Run 1, PDN straps and rails:
Pins as bars on the die edge. Tap cells in gray.
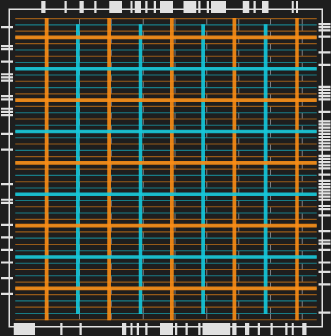
Run 1, cell classes on the final placement:
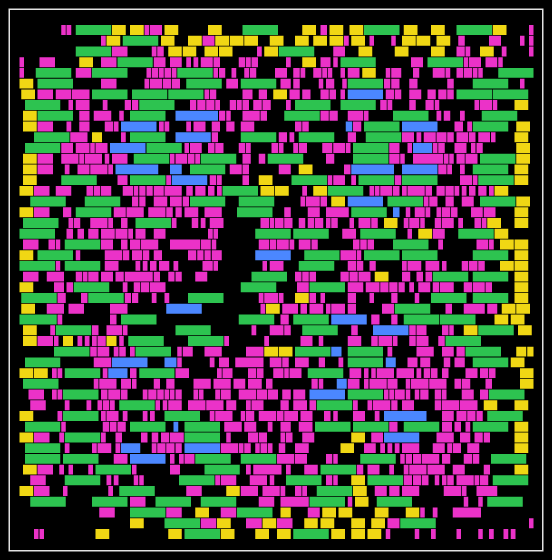
Run 1, routed clock nets over the placement:
Scale bar: 50 um.
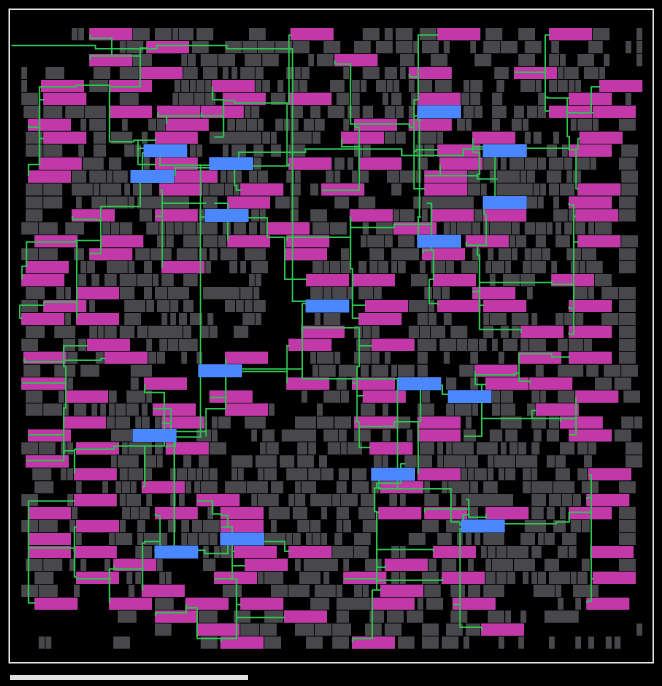
**src/rtl/div_mae_monitor_pkg.sv**
```systemverilog
// Shared definitions for the divider MAE monitor: default widths, FSM states, iteration count.
package div_mae_monitor_pkg;

    localparam int NW_DEF    = 16;
    localparam int DW_DEF    = 8;
    localparam int ACC_W_DEF = 32;
    localparam int CNT_W_DEF = 24;
    localparam int ITER      = 8;

    typedef enum logic [1:0] {
        IDLE  = 2'd0,
        CHECK = 2'd1,
        CALC  = 2'd2,
        ACC   = 2'd3
    } state_t;

endpackage

```
**src/rtl/div_mae_monitor_restore_seq.sv**
```systemverilog
// Bit-serial restoring divider: one quotient bit per cycle, MSB first, after a start load.
module div_restore_seq
    import div_mae_monitor_pkg::*;
#(
    parameter int DW = DW_DEF
) (
    input  logic          clk,
    input  logic          rst,
    input  logic          start,
    input  logic [DW:0]   p_init,
    input  logic [DW-1:0] n_lo,
    input  logic [DW-1:0] d,
    output logic          busy,
    output logic          done,
    output logic [DW-1:0] q_ex,
    output logic [DW-1:0] rem
);

    localparam int IW = $clog2(DW);

    logic [DW:0]   p;
    logic [DW-1:0] n_lo_r;
    logic [DW-1:0] d_r;
    logic [IW-1:0] idx;
    logic [DW:0]   t;
    logic          ge;

    assign t    = {p[DW-1:0], n_lo_r[idx]};
    assign ge   = (t >= {1'b0, d_r});
    // done flags the final iteration, so results are settled on the following cycle
    assign done = busy && (idx == '0);
    assign rem  = p[DW-1:0];

    always_ff @(posedge clk or posedge rst) begin
        if (rst) begin
            p      <= '0;
            n_lo_r <= '0;
            d_r    <= '0;
            idx    <= '0;
            busy   <= 1'b0;
            q_ex   <= '0;
        end else if (start) begin
            p      <= p_init;
            n_lo_r <= n_lo;
            d_r    <= d;
            idx    <= IW'(DW - 1);
            busy   <= 1'b1;
            q_ex   <= '0;
        end else if (busy) begin
            q_ex[idx] <= ge;
            p         <= ge ? (t - {1'b0, d_r}) : t;
            if (idx == '0) begin
                busy <= 1'b0;
            end else begin
                idx <= idx - 1'b1;
            end
        end
    end

endmodule

```
**src/rtl/div_mae_monitor.sv**
```systemverilog
// Exact-vs-approximate divider error monitor; remainder comparison enabled by DIV_MAE_REM_CHECK_EN.
module div_mae_monitor
    import div_mae_monitor_pkg::*;
#(
    parameter int NW    = NW_DEF,
    parameter int DW    = DW_DEF,
    parameter int ACC_W = ACC_W_DEF,
    parameter int CNT_W = CNT_W_DEF
) (
    input  logic             clk,
    input  logic             rst,
    input  logic             in_valid,
    output logic             in_ready,
    input  logic [NW-1:0]    n,
    input  logic [DW-1:0]    d,
    input  logic [DW-1:0]    q_apx,
    input  logic [DW-1:0]    r_apx,
    input  logic             clear,
    output logic             res_valid,
    output logic [DW-1:0]    err_abs,
    output logic [ACC_W-1:0] err_sum,
    output logic [DW-1:0]    err_max,
    output logic [CNT_W-1:0] sample_cnt,
    output logic [CNT_W-1:0] skip_cnt,
    output logic [CNT_W-1:0] rem_mis_cnt
);

    state_t        state, state_next;
    logic [NW-1:0] n_r;
    logic [DW-1:0] d_r;
    logic [DW-1:0] q_apx_r;
    logic          skip_s, start_s;
    logic          seq_busy, seq_done;
    logic [DW-1:0] q_ex, seq_rem, err_new;
    logic [ACC_W:0] sum_ext;

    // quotient would not fit in DW bits (or divide by zero)
    assign skip_s  = (d_r == '0) || (n_r[NW-1:DW] >= d_r);
    assign err_new = (q_apx_r >= q_ex) ? (q_apx_r - q_ex) : (q_ex - q_apx_r);
    assign sum_ext = {1'b0, err_sum} + {{(ACC_W + 1 - DW){1'b0}}, err_new};

    div_restore_seq #(.DW(DW)) u_seq (
        .clk    (clk),
        .rst    (rst),
        .start  (start_s),
        .p_init ({1'b0, n_r[NW-1:DW]}),
        .n_lo   (n_r[DW-1:0]),
        .d      (d_r),
        .busy   (seq_busy),
        .done   (seq_done),
        .q_ex   (q_ex),
        .rem    (seq_rem)
    );

    // next-state and sequencer start
    always_comb begin
        state_next = state;
        start_s    = 1'b0;
        case (state)
            IDLE: begin
                if (in_valid) state_next = CHECK;
                else          state_next = IDLE;
            end
            CHECK: begin
                if (skip_s) begin
                    state_next = IDLE;
                end else begin
                    start_s    = 1'b1;
                    state_next = CALC;
                end
            end
            CALC: begin
                if (seq_done) state_next = ACC;
                else          state_next = CALC;
            end
            ACC:     state_next = IDLE;
            default: state_next = IDLE;
        endcase
    end

    // state register, handshake and operand capture
    always_ff @(posedge clk or posedge rst) begin
        if (rst) begin
            state    <= IDLE;
            in_ready <= 1'b1;
            n_r      <= '0;
            d_r      <= '0;
            q_apx_r  <= '0;
        end else begin
            state    <= state_next;
            in_ready <= (state_next == IDLE);
            if (in_valid && in_ready) begin
                n_r     <= n;
                d_r     <= d;
                q_apx_r <= q_apx;
            end
        end
    end

    // per-sample result and saturating statistics; clear overrides any same-cycle update
    always_ff @(posedge clk or posedge rst) begin
        if (rst) begin
            res_valid  <= 1'b0;
            err_abs    <= '0;
            err_sum    <= '0;
            err_max    <= '0;
            sample_cnt <= '0;
            skip_cnt   <= '0;
        end else begin
            res_valid <= (state == ACC);
            if (state == ACC) err_abs <= err_new;
            if (clear) begin
                err_sum    <= '0;
                err_max    <= '0;
                sample_cnt <= '0;
                skip_cnt   <= '0;
            end else if (state == ACC) begin
                err_sum <= sum_ext[ACC_W] ? {ACC_W{1'b1}} : sum_ext[ACC_W-1:0];
                if (err_new > err_max) err_max <= err_new;
                if (sample_cnt != {CNT_W{1'b1}}) sample_cnt <= sample_cnt + CNT_W'(1);
            end else if ((state == CHECK) && skip_s) begin
                if (skip_cnt != {CNT_W{1'b1}}) skip_cnt <= skip_cnt + CNT_W'(1);
            end
        end
    end

`ifdef DIV_MAE_REM_CHECK_EN
    logic [DW-1:0] r_apx_r;
    logic          unused_seq;
    assign unused_seq = seq_busy;

    // remainder reported by the approximate divider vs. exact final remainder
    always_ff @(posedge clk or posedge rst) begin
        if (rst) begin
            r_apx_r     <= '0;
            rem_mis_cnt <= '0;
        end else begin
            if (in_valid && in_ready) r_apx_r <= r_apx;
            if (clear) begin
                rem_mis_cnt <= '0;
            end else if ((state == ACC) && (r_apx_r != seq_rem)) begin
                if (rem_mis_cnt != {CNT_W{1'b1}}) rem_mis_cnt <= rem_mis_cnt + CNT_W'(1);
            end
        end
    end
`else
    logic unused_rem;
    assign unused_rem  = ^{r_apx, seq_rem, seq_busy};
    assign rem_mis_cnt = '0;
`endif

endmodule

```
**config.mk**
```make
export PLATFORM = sky130hd
export DESIGN_NAME = div_mae_monitor
export DESIGN_NICKNAME = d
export VERILOG_FILES = /design/src/rtl/div_mae_monitor_pkg.sv /design/src/rtl/div_mae_monitor_restore_seq.sv /design/src/rtl/div_mae_monitor.sv
export SDC_FILE = /design/constraint.sdc
export NUM_CORES = 1
export LEC_CHECK = 0
export CORE_AREA = 2 2 133 135
export DETAILED_ROUTE_END_ITERATION = 6
export DIE_AREA = 0 0 135 137
export PLACE_DENSITY_LB_ADDON = 0.1
export SYNTH_ARGS = -nofsm -noshare
export SYNTH_HDL_FRONTEND = slang
export SYNTH_SLANG_ARGS = --single-unit
```
**constraint.sdc**
```tcl
create_clock -name clk -period 7.75 [get_ports clk]
set_input_delay 1.1625 -clock clk [delete_from_list [all_inputs] [get_ports clk]]
set_output_delay 1.1625 -clock clk [all_outputs]
set_load 0.01 [all_outputs]
```
==> results.txt, run 1 <==
Figures from the flow reports.

Setup path:
- The run gives the slowest stage cell on the critical path as or3_1.
- STA classifies the critical path startpoint as a flip-flop.
- The timing report gives the biggest stage delay along the critical path as 620 ps.
- Per STA, the worst path is made up of inv_1 -> ha_1 -> inv_1 -> fa_1 -> a21o_1 -> a21oi_2 -> a21oi_1 -> a211oi_4 -> mux2i_1 -> xor2_1 -> inv_1 -> ha_1 -> nor2b_1 -> o31a_1 -> o31ai_2 -> or3_1 -> and4_1 -> nor3_2.
- The run gives the kind of capture point of the worst setup path as a flip-flop.
- The run gives the class of the most critical setup path as reg -> reg.
- The run gives the maximum fanout along the worst path as 19.
- The run gives the required time at the worst-slack endpoint as 8030 ps.

Routing:
- According to the report, the first pass of detailed routing completed in 4 iterations.
- For this run, the detailed router reports a per-instance via density of 5.54.
- The run puts the remaining number of nets flagged by the antenna check after routing at 0.
- After detailed routing, the average wire length per cell comes to 15.3 um.
- The run gives the detailed-route via count as 7613.
- For this block, the routed nets add up to 21.0 mm of wire.
- The DRC violation total left in the routed layout is recorded as 0.

Logic synthesis:
- The run puts the number of flops mapped to enable cells by yosys at 0.
- The largest total area in the synthesized netlist belongs to dfrtp_1.
- The mapped netlist covers 9700 sq um.
- The run gives the dominant register cell in the synthesized netlist as dfrtp_1.
- Per the synthesis report, the simple-gate share of the synthesized area is 0.190.
- The run gives the tally of yosys warning messages as 0.
- The run puts the area figure in the yosys stat output at 9700 sq um.
- The run gives the number of cells in Yosys stat as 1019.
- Yosys mapped the design onto 71 distinct sky130hd cell types.
- The run gives the async set or reset register ratio after synthesis as 1.00.
- The run puts the mux contribution to synthesized area at 0.0655.
- Of the total synthesized cell area, the portion taken by full adders, half adders and majority gates is 0.0740.
- The run gives the main logic family after synthesis as simple AND/OR/NAND/NOR gates.
- Yosys reported a register bit count of 168.
- The run puts the area fraction in compound gates after synthesis at 0.128.
- The run puts the fraction of synthesized cell area taken by the top area cell type at 0.431.
- Yosys attributes the largest share of cell area to dfrtp_1 (43%), ha_1 (6.6%), mux2_2 (4.2%).

Place:
- The run gives the detailed placer's ending HPWL as 15.0 mm.
- The run gives the count of input and output buffers as 133.
- The run gives the area after detailed placement as 11100 sq um.
- The run puts the placer's final routability congestion estimate at 0.840.

Run status:
- The flow ran to the end, and the final reports show no timing, DRC or antenna violations.

Power:
- The share of total power dissipated in the clock network is 0.196.
- The power report attributes to the combinational group a share of 0.522.
- The power report lists cell-internal power as 2.76 mW.
- The run gives the leakage power summed over all cells as 5.27 nW.
- For this design the total switching power over the nets is 1.92 mW.
- The run puts the share of total power in sequential cells at 0.283.
- The run gives the total chip power as 4.67 mW.

STA:
- The final timing report lists a hold violation count of 0.
- The run gives the number of endpoints failing setup at the final stage as 0.
- Setup repair after global routing left no endpoint under its margin.
- The final timing report lists clock skew as 10.2 ps.
- Hold timing on the final database bottoms out at a slack of 467 ps.
- The run puts the post-route worst setup slack at 2680 ps.
- Subtracting the final worst setup slack from the clock period gives 5070 ps.

Global route:
- The run gives the total global routing track utilization as 0.235.
- The initial antenna violation count is 0.
- Entering global routing, the biggest net connects 109 pins.
- The run gives the remaining global-route overflow as 0.
- The first global-routing pass estimated 35.1 mm of wire.

Clock network:
- The run gives the clock root buffer master as clkbuf_16.
- For the worst-skew pair, the clock arrives at the later sink with an insertion delay of 430 ps.
- The run gives the cts-stage hold buffer count as 0.
- The run gives the worst-case clock buffer depth as 2.
- The run gives the number of buffers inserted to repair setup after CTS as 0.
- The run puts the post-CTS resize count at 0.
- The run gives the clock transition at the registers of the reported paths as 60 ps.

Final layout:
- The run gives the final-stage net count as 1235.
- The run gives the number of diodes added for antenna fixing as 0.
- For the completed layout, the total cell area is recorded as 11700 sq um.
- The finished layout holds 1374 standard cells, fillers aside.

Die:
- The run puts the area of the die at 18500 sq um.
- The run puts the number of top-level pins at 166.

Job:
- The number of maximum-capacitance violations recorded for the run is 0.
- The run puts the number of OpenROAD warnings at 44.
Notes on 'PDN straps and rails' above:
[cyan] VDD
[orange] VSS
met5 straps: 9
met4 straps: 9
met1 rails: 49
tap cells: 225
signal pins: 166
worst-case vdd ir drop: 0.000301 V
area of the core: 17100 sq um

Notes on 'cell classes on the final placement' above:
[magenta] combinational and other logic | cells: 811 | share of their area: 46%
[green] sequential cells | cells: 168 | share of their area: 37%
[yellow] remaining buffers and delay cells | cells: 138 | share of their area: 12%
[blue] clock drivers and dummy loads | cells: 32 | share of their area: 5.6%
sequential share of cell area: 0.359
Core Util, Final: 0.687

Notes on 'routed clock nets over the placement' above:
[magenta] flip-flops | count: 168
[blue] clock drivers | count: 17
[green] clock wires | length: 2060 um
routed clock nets: 18
flops lie: spread over the die

## run 1: final cells by class
| type | count | area [sq um] |
|---|---|---|
| flip-flops and latches | 168 | 4210 |
| multi-input cells | 745 | 4980 |
| fillers | 1405 | 5330 |
| repair buffers | 138 | 1360 |
| well taps | 225 | 282 |
| inverters | 66 | 253 |
| clock buffers | 21 | 470 |
| clock inverters | 11 | 170 |
## run 1: per-layer routing
metal / part of all wire / vias up / routed length, um / global-route usage
li1: - / 3763 / - / -
met1: 0.45 / 3675 / 9460 / 0.314
met2: 0.50 / 156 / 10500 / 0.396
met3: 0.037 / 19 / 770 / 0.0426
met4: 0.015 / 0 / 309 / 0.0654
met5: 0 / - / 0 / 0
## run 1: power by group through the flow
stage / Combinational [mW] / Sequential [mW] / Clock, mW
2_1_floorplan: 1.90 / 1.28 / 0
3_3_place_gp: 2.35 / 1.33 / 0
6_report: 2.44 / 1.32 / 0.915
4_1_cts: 2.44 / 1.32 / 0.927
3_5_place_dp: 2.41 / 1.34 / 0
5_1_grt: 2.76 / 1.35 / 0.965
## run 1: flip-flops by register name (all words and copies together), names as in the netlist
register	flops
err_sum	32
sample_cnt	24
skip_cnt	24
n_r	16
d_r	8
err_abs	8
err_max	8
q_apx_r	8
u_seq.d_r	8
u_seq.n_lo_r	8
u_seq.p	8
u_seq.q_ex	8
u_seq.idx	3
state	2
in_ready	1
res_valid	1
u_seq.busy	1
## run 1: path summary, 6_finish.rpt
check                                       startpoint                     endpoint  slack (ps)  cells after the start
min in group asynchronous                          rst       err_abs[1]$_DFFE_PP0P_        1320                      2
worst max register to register  q_apx_r[0]$_DFFE_PP0P_      err_sum[13]$_DFFE_PP0P_        2680                     18
worst min register to register      n_r[2]$_DFFE_PP0P_  u_seq.n_lo_r[2]$_DFFE_PP0P_         470                      2
worst max-delay path            q_apx_r[0]$_DFFE_PP0P_      err_sum[13]$_DFFE_PP0P_        2680                     18
worst min-delay path                n_r[2]$_DFFE_PP0P_  u_seq.n_lo_r[2]$_DFFE_PP0P_         470                      2
max in group asynchronous                          rst          n_r[14]$_DFFE_PP0P_        5140                      3
## run 1: worst max-delay path: cells and delay by family (launching register included)
kind / cells / cell delay [ps]
AND/OR/NAND/NOR: 4 / 1140
AND-OR/OR-AND: 6 / 1710
buffers and inverters: 3 / 240
XOR/XNOR: 1 / 290
adder cells (fa/ha/maj): 3 / 860
flip-flops: 1 / 400
multiplexers: 1 / 270
## run 1: cell usage after synthesis, drive strengths merged (2+ instances only)
library cell,n
xor2,21
or2,2
clkbuf,25
ha,51
a21oi,51
o31a,2
and3,15
nor3b,10
or3,11
o21a,5
nand4b,2
nor4,12
o21ai,59
inv,66
and2,4
o31ai,5
o211a,3
o21bai,2
a311oi,3
o311a,2
mux2i,23
fa,4
nand2,101
mux2,36
and4,13
xnor2,30
buf,38
nor2b,10
a21o,21
dfrtp,167
nor3,25
a31oi,11
a211oi,8
or4,2
nand4,22
o2bb2ai,8
nand3,41
nand2b,4
a221oi,4
nor2,86
Run 1, metal layers overlaid:
Scale bar: 50 um.
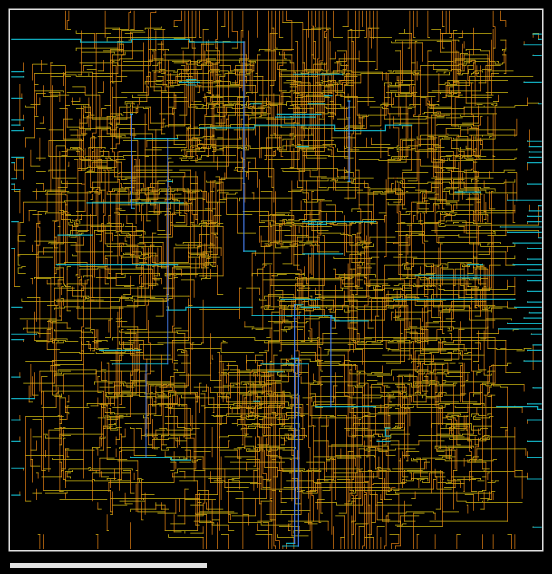

==> run 1 -> run 2 <==
Settings changed: CORE_AREA 2 2 133 135 to 2 2 138 140, DIE_AREA 0 0 135 137 to 0 0 140 142.
Clock period 7.75 ns to 4.85 ns, I/O delays scaled along.
Run 2, metal layers overlaid:
Scale bar: 50 um.
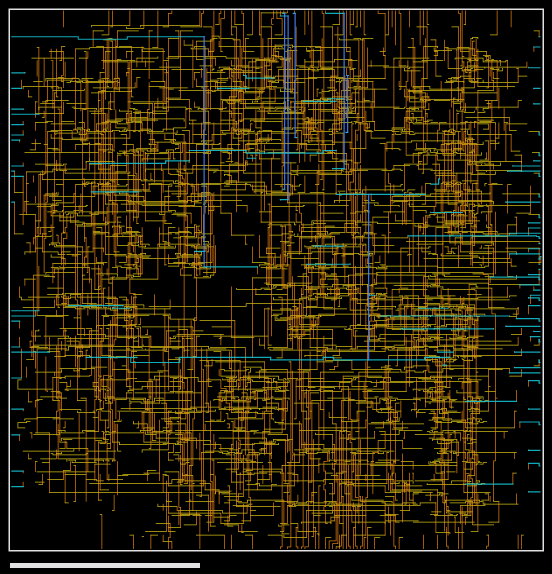
[cyan] metal 3 | wire length: 740 um
[orange] metal 2 | wire length: 10500 um
[blue] metal 4 | wire length: 287 um
[yellow] metal 1 | wire length: 9650 um

==> run 2 against run 1 <==
Effect of this change: the flow now finishes with violations (design-rule violations); via count fell by 0.49%; register-to-register slack lost 2300 ps; wire length up 0.90%; final cell count rose by 1.5%; sequential cell count unchanged; global-route usage fell by 1.6 points; total power increased by 59%; synthesized cell count unchanged; die size rose by 7.5%; sequential share of layout area decreased by 0.11 points.
==> results.txt, run 2 <==
Figures from the flow reports.

Logic synthesis:
- The number of flops mapped to enable cells by yosys was 0 (unchanged).
- Cell types with the largest area share after synthesis: dfrtp_1 (43%), ha_1 (6.6%), mux2_2 (4.2%) (unchanged).
- The run gives the dominant register cell in the synthesized netlist as dfrtp_1 (unchanged).
- The area figure in the yosys stat output was 9700 sq um (unchanged).
- The dominant cell by count in the synthesized netlist was dfrtp_1 (unchanged).
- The run puts the count of distinct cell types in the synthesized netlist at 71 (unchanged).
- The run gives the share of synthesized area occupied by flip-flops and latches as 0.434 (unchanged).
- The run puts the fraction of synthesized cell area taken by the top area cell type at 0.431 (unchanged).
- The run gives the post-synth design cell area as 9700 sq um (unchanged).
- The average instance area after synthesis came to 9.52 sq um (unchanged).
- The number of storage elements in the synthesis netlist was 168 (unchanged).
- The number of cells in Yosys stat was 1019 (unchanged).
- The run gives the largest area contributor in the synthesized netlist as dfrtp_1 (unchanged).
- The run puts the async set or reset register ratio after synthesis at 1.00 (unchanged).
- The tally of yosys warning messages was 0 (unchanged).
- Commonest cells in the netlist: dfrtp_1 (167), nand2_1 (100), nor2_1 (86) (unchanged).
- The post-synthesis instance total came to 1019 (unchanged).

Setup path:
- The required time at the worst-slack endpoint was 5120 ps (was 8030 ps).
- The run gives the maximum fanout along the worst path as 8 (was 19).
- Crit-path cells: inv_1 -> ha_1 -> inv_1 -> fa_1 -> a21o_1 -> a21oi_2 -> a21oi_1 -> a211oi_4 -> buf_4 -> mux2i_1 -> xor2_1 -> inv_1 -> ha_1 -> nor2b_1 -> o31a_1 -> o31ai_2 -> or3_1 -> buf_4 -> buf_4 -> a311oi_2 (was inv_1 -> ha_1 -> inv_1 -> fa_1 -> a21o_1 -> a21oi_2 -> a21oi_1 -> a211oi_4 -> mux2i_1 -> xor2_1 -> inv_1 -> ha_1 -> nor2b_1 -> o31a_1 -> o31ai_2 -> or3_1 -> and4_1 -> nor3_2).
- The run gives the data arrival time of the critical path as 4770 ps (was 5340 ps).
- The element type at the critical path start was a flip-flop (unchanged).
- The run gives the dominant delay contributor by cell family on the critical path as AND-OR/OR-AND gates (unchanged).
- The run puts the largest stage delay on the critical path at 430 ps (was 620 ps).
- The kind of capture point of the worst setup path was a flip-flop (unchanged).
- The run gives the buffering stage count on the worst path with inverters included as 6 (was 3).
- The run gives the class of the most critical setup path as reg -> reg (unchanged).
- The slowest stage cell on the critical path is o31ai_2 (was or3_1).

Global route:
- The run puts the wire length of the first global-routing pass at 35.4 mm (was 35.1 mm).
- The total global routing track utilization was 0.219 (was 0.235).
- The maximum number of pins on one net before global-route repair was 93 (was 109).
- The run gives the via count of the first global-routing pass as 7284 (was 7146).
- The run puts the initial antenna violation count at 0 (unchanged).
- The run gives the remaining global-route overflow as 0 (unchanged).

Power:
- The switching share of power is 0.415 (was 0.410).
- The run gives the leakage power summed over all cells as 5.28 nW (was 5.27 nW).
- The run puts the internal power at 4.34 mW (was 2.76 mW).
- The run gives the largest voltage drop on the vdd net as 0.000362 V (was 0.000301 V).
- The combinational group share of total power is 0.538 (was 0.522).
- The run puts the switching power total at 3.07 mW (was 1.92 mW).
- The share of total power in sequential cells came to 0.285 (was 0.283).
- The run gives the areal power density over the cells as 630 nW/um^2 (was 398 nW/um^2).

Final layout:
- The register with the highest flop count is err_sum (unchanged).
- The run gives the final-stage net count as 1246 (was 1235).
- The run puts the share of final-layout standard cells stronger than drive strength 1 at 0.0888 (was 0.0818).
- The run gives the tally of filler cells in the layout as 1589 (was 1405).
- The final design utilization came to 0.637 (was 0.687).
- The growth of design area from synthesis to finish is 21.2% (was 20.9%).
- The run gives the leading cell type in the layout, fill and taps excluded as dfrtp_1 (unchanged).
- The number of diodes added for antenna fixing came to 0 (unchanged).
- Commonest cells after routing, fill and taps aside: dfrtp_1 (167), clkdlybuf4s50_1 (132), nand2_1 (100) (unchanged).
- Top Registers: err_sum (32), sample_cnt (24), skip_cnt (24) (unchanged).
- The run gives the number of flip-flops under the largest register name as 32 (unchanged).

STA:
- The run gives the number of endpoints failing setup at the final stage as 0 (unchanged).
- The maximum clock frequency came to 222 MHz (was 197 MHz).
- The run puts the final count of pins violating max slew at 0 (unchanged).
- The final worst-path cycle share was 0.927 (was 0.654).
- The run puts the final sum of negative setup slack at 0 ps (unchanged).
- The worst slew slack as a fraction of its limit is 0.169 (was 0.345).
- The run puts the worst hold slack at 469 ps (was 467 ps).
- The number of endpoints with negative hold slack in the final report was 0 (unchanged).
- Unrepaired setup endpoints after global routing: no (unchanged).
- The minimum clock period after layout is 4500 ps (was 5070 ps).
- The run gives the post-route worst setup slack as 355 ps (was 2680 ps).
- The slew at the pin closest to its max-slew limit is 1250 ps (was 982 ps).

Die:
- The run puts the area of the die at 19900 sq um (was 18500 sq um).
- The total core area was 18500 sq um (was 17100 sq um).
- The run puts the number of top-level pins at 166 (unchanged).
- The run puts the floorplan-stage core utilization at 0.526 (was 0.569).
- The x dimension of the die came to 140 um (was 135 um).
- The run puts the number of placement rows at 50 (was 48).
- The run gives the floorplan die height as 142 um (was 137 um).

Job:
- The run gives the total of max-cap violations as 0 (unchanged).
- The run gives the number of OpenROAD warnings as 42 (was 44).

Clock network:
- The run gives the clock root buffer master as clkbuf_16 (unchanged).
- The run puts the clock latency on the worst-skew pair at 430 ps (about the same).
- The run puts the total number of H-tree levels at 4 (unchanged).
- The run gives the worst-case clock buffer depth as 2 (unchanged).
- The run puts the number of sinks on the clock net at 168 (unchanged).
- The clock transition at the registers of the reported paths is 70 ps (was 60 ps).
- The run gives the cts-stage hold buffer count as 0 (unchanged).
- The number of buffers added by the clock tree synthesis step was 17 (unchanged).
- The run puts the post-CTS resize count at 0 (unchanged).
- The clock tree from TritonCTS was built (unchanged).

Routing:
- The number of DRC violations after detailed routing came to 15 (was 0).
- The run gives the average wire per cell in the routed design as 15.2 um (was 15.3 um).
- The run puts the remaining number of nets flagged by the antenna check after routing at 0 (unchanged).
- The violation tally from detailed-route iteration zero is 304 (was 475).
- The detailed-routing iteration count for the pre-antenna-repair pass was 7 (was 4).
- The run gives the average vias per placed instance as 5.43 (was 5.54).
- The run gives the detailed-route via count as 7576 (was 7613).
- The run puts the aggregate routed wire length at 21.2 mm (was 21.0 mm).

Place:
- The run puts the detailed placer's ending HPWL at 15.3 mm (was 15.0 mm).
- The run gives the placement-stage worst setup slack as 254 ps (was 2700 ps).
- The count of input and output buffers came to 133 (unchanged).
- The run puts the placer's final routability congestion estimate at 0.840 (about the same).

Hold path:
- The worst hold path class was reg -> reg (unchanged).

Run status:
- The checks that failed: design-rule violations.
- Outcome: finished, violations left (was completed).
Run 2, routed clock nets over the placement:
Scale bar: 50 um.
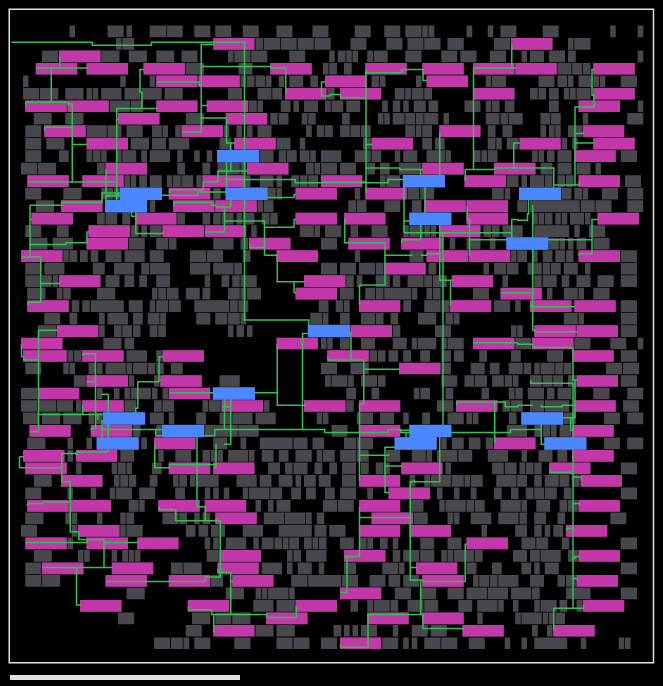
[blue] clock drivers | count: 17
[magenta] flip-flops | count: 168
[green] clock wires | length: 2110 um
routed clock nets: 18
maximum clock skew at final layout: 10.1 ps
power of the clock network: 1.31 mW
part of the total power dissipated in the clock network: 0.177

==> run 2: per-stage QoR <==
| stage | instance area, sq um | cells | power (mW) |
|---|---|---|---|
| after global placement | 11200 | 1359 | 5.96 |
| after global routing | 11800 | 1394 | 8.05 |
| after detailed placement | 11200 | 1359 | 6.08 |
| after CTS | 11700 | 1391 | 7.42 |
| final | 11800 | 1394 | 7.41 |
| after floorplan | 9790 | 1042 | 5.09 |
==> run 2: layout make-up <==
cell class              instances  area (sq um)  area share
clock buffers                  23           478      0.0406
inverters                      66           251      0.0214
well taps                     234           293      0.0249
multi-input cells             745          4980       0.424
flip-flops and latches        168          4210       0.358
repair buffers                149          1460       0.124
clock inverters                 9          92.6     0.00787
==> run 2: path summary, 6_finish.rpt <==
check,slack (ps),depth (start not counted),from,endpoint
max,350,20,q_apx_r[0]$_DFFE_PP0P_,err_sum[1]$_DFFE_PP0P_
min,470,2,n_r[4]$_DFFE_PP0P_,u_seq.n_lo_r[4]$_DFFE_PP0P_
max in group asynchronous,3010,3,rst,sample_cnt[23]$_DFFE_PP0P_
min in group asynchronous,870,2,rst,q_apx_r[4]$_DFFE_PP0P_
max reg2reg,350,20,q_apx_r[0]$_DFFE_PP0P_,err_sum[1]$_DFFE_PP0P_
min reg2reg,470,2,n_r[4]$_DFFE_PP0P_,u_seq.n_lo_r[4]$_DFFE_PP0P_
==> run 2: routing by layer <==
| layer | global-route usage | vias to the layer above | share of wire |
|---|---|---|---|
| li1 | - | 3794 | - |
| met1 | 0.282 | 3631 | 0.46 |
| met2 | 0.383 | 137 | 0.50 |
| met3 | 0.0448 | 14 | 0.035 |
| met4 | 0.0564 | 0 | 0.013 |
| met5 | 0 | - | 0 |
==> run 2: cell families (layout without fill, tap and decap cells) <==
group	Yosys count	in the layout	synth area share
compound gates	192	192	0.128
xor+xnor	51	51	0.0461
fa+ha+maj	55	55	0.0740
buf+inv	129	247	0.0622
flops	168	168	0.434
mux	59	59	0.0655
other cells	1	24	0.000387
simple gates	364	364	0.190
==> run 2: power by group through the flow <==
| stage | registers, mW | logic [mW] | clock network [mW] |
|---|---|---|---|
| after detailed placement | 2.14 | 3.94 | 0 |
| after CTS | 2.12 | 3.97 | 1.34 |
| final | 2.11 | 3.99 | 1.31 |
| after floorplan | 2.04 | 3.04 | 0 |
| after global routing | 2.17 | 4.48 | 1.40 |
| after global placement | 2.13 | 3.84 | 0 |
==> run 2: timing repair <==
item | CTS | global route
hold endpoints to repair | 0 | 0
setup buffers | 0 | 3
endpoints found under the setup margin | 0 | 22
==> run 2: tightest hold or removal path, delay by kind of cell, from the launching register on <==
family | cells | cell delay, ps
flops | 1 | 340
simple gates | 2 | 100
No activity file was given, so power comes from the tool's default toggle rates.
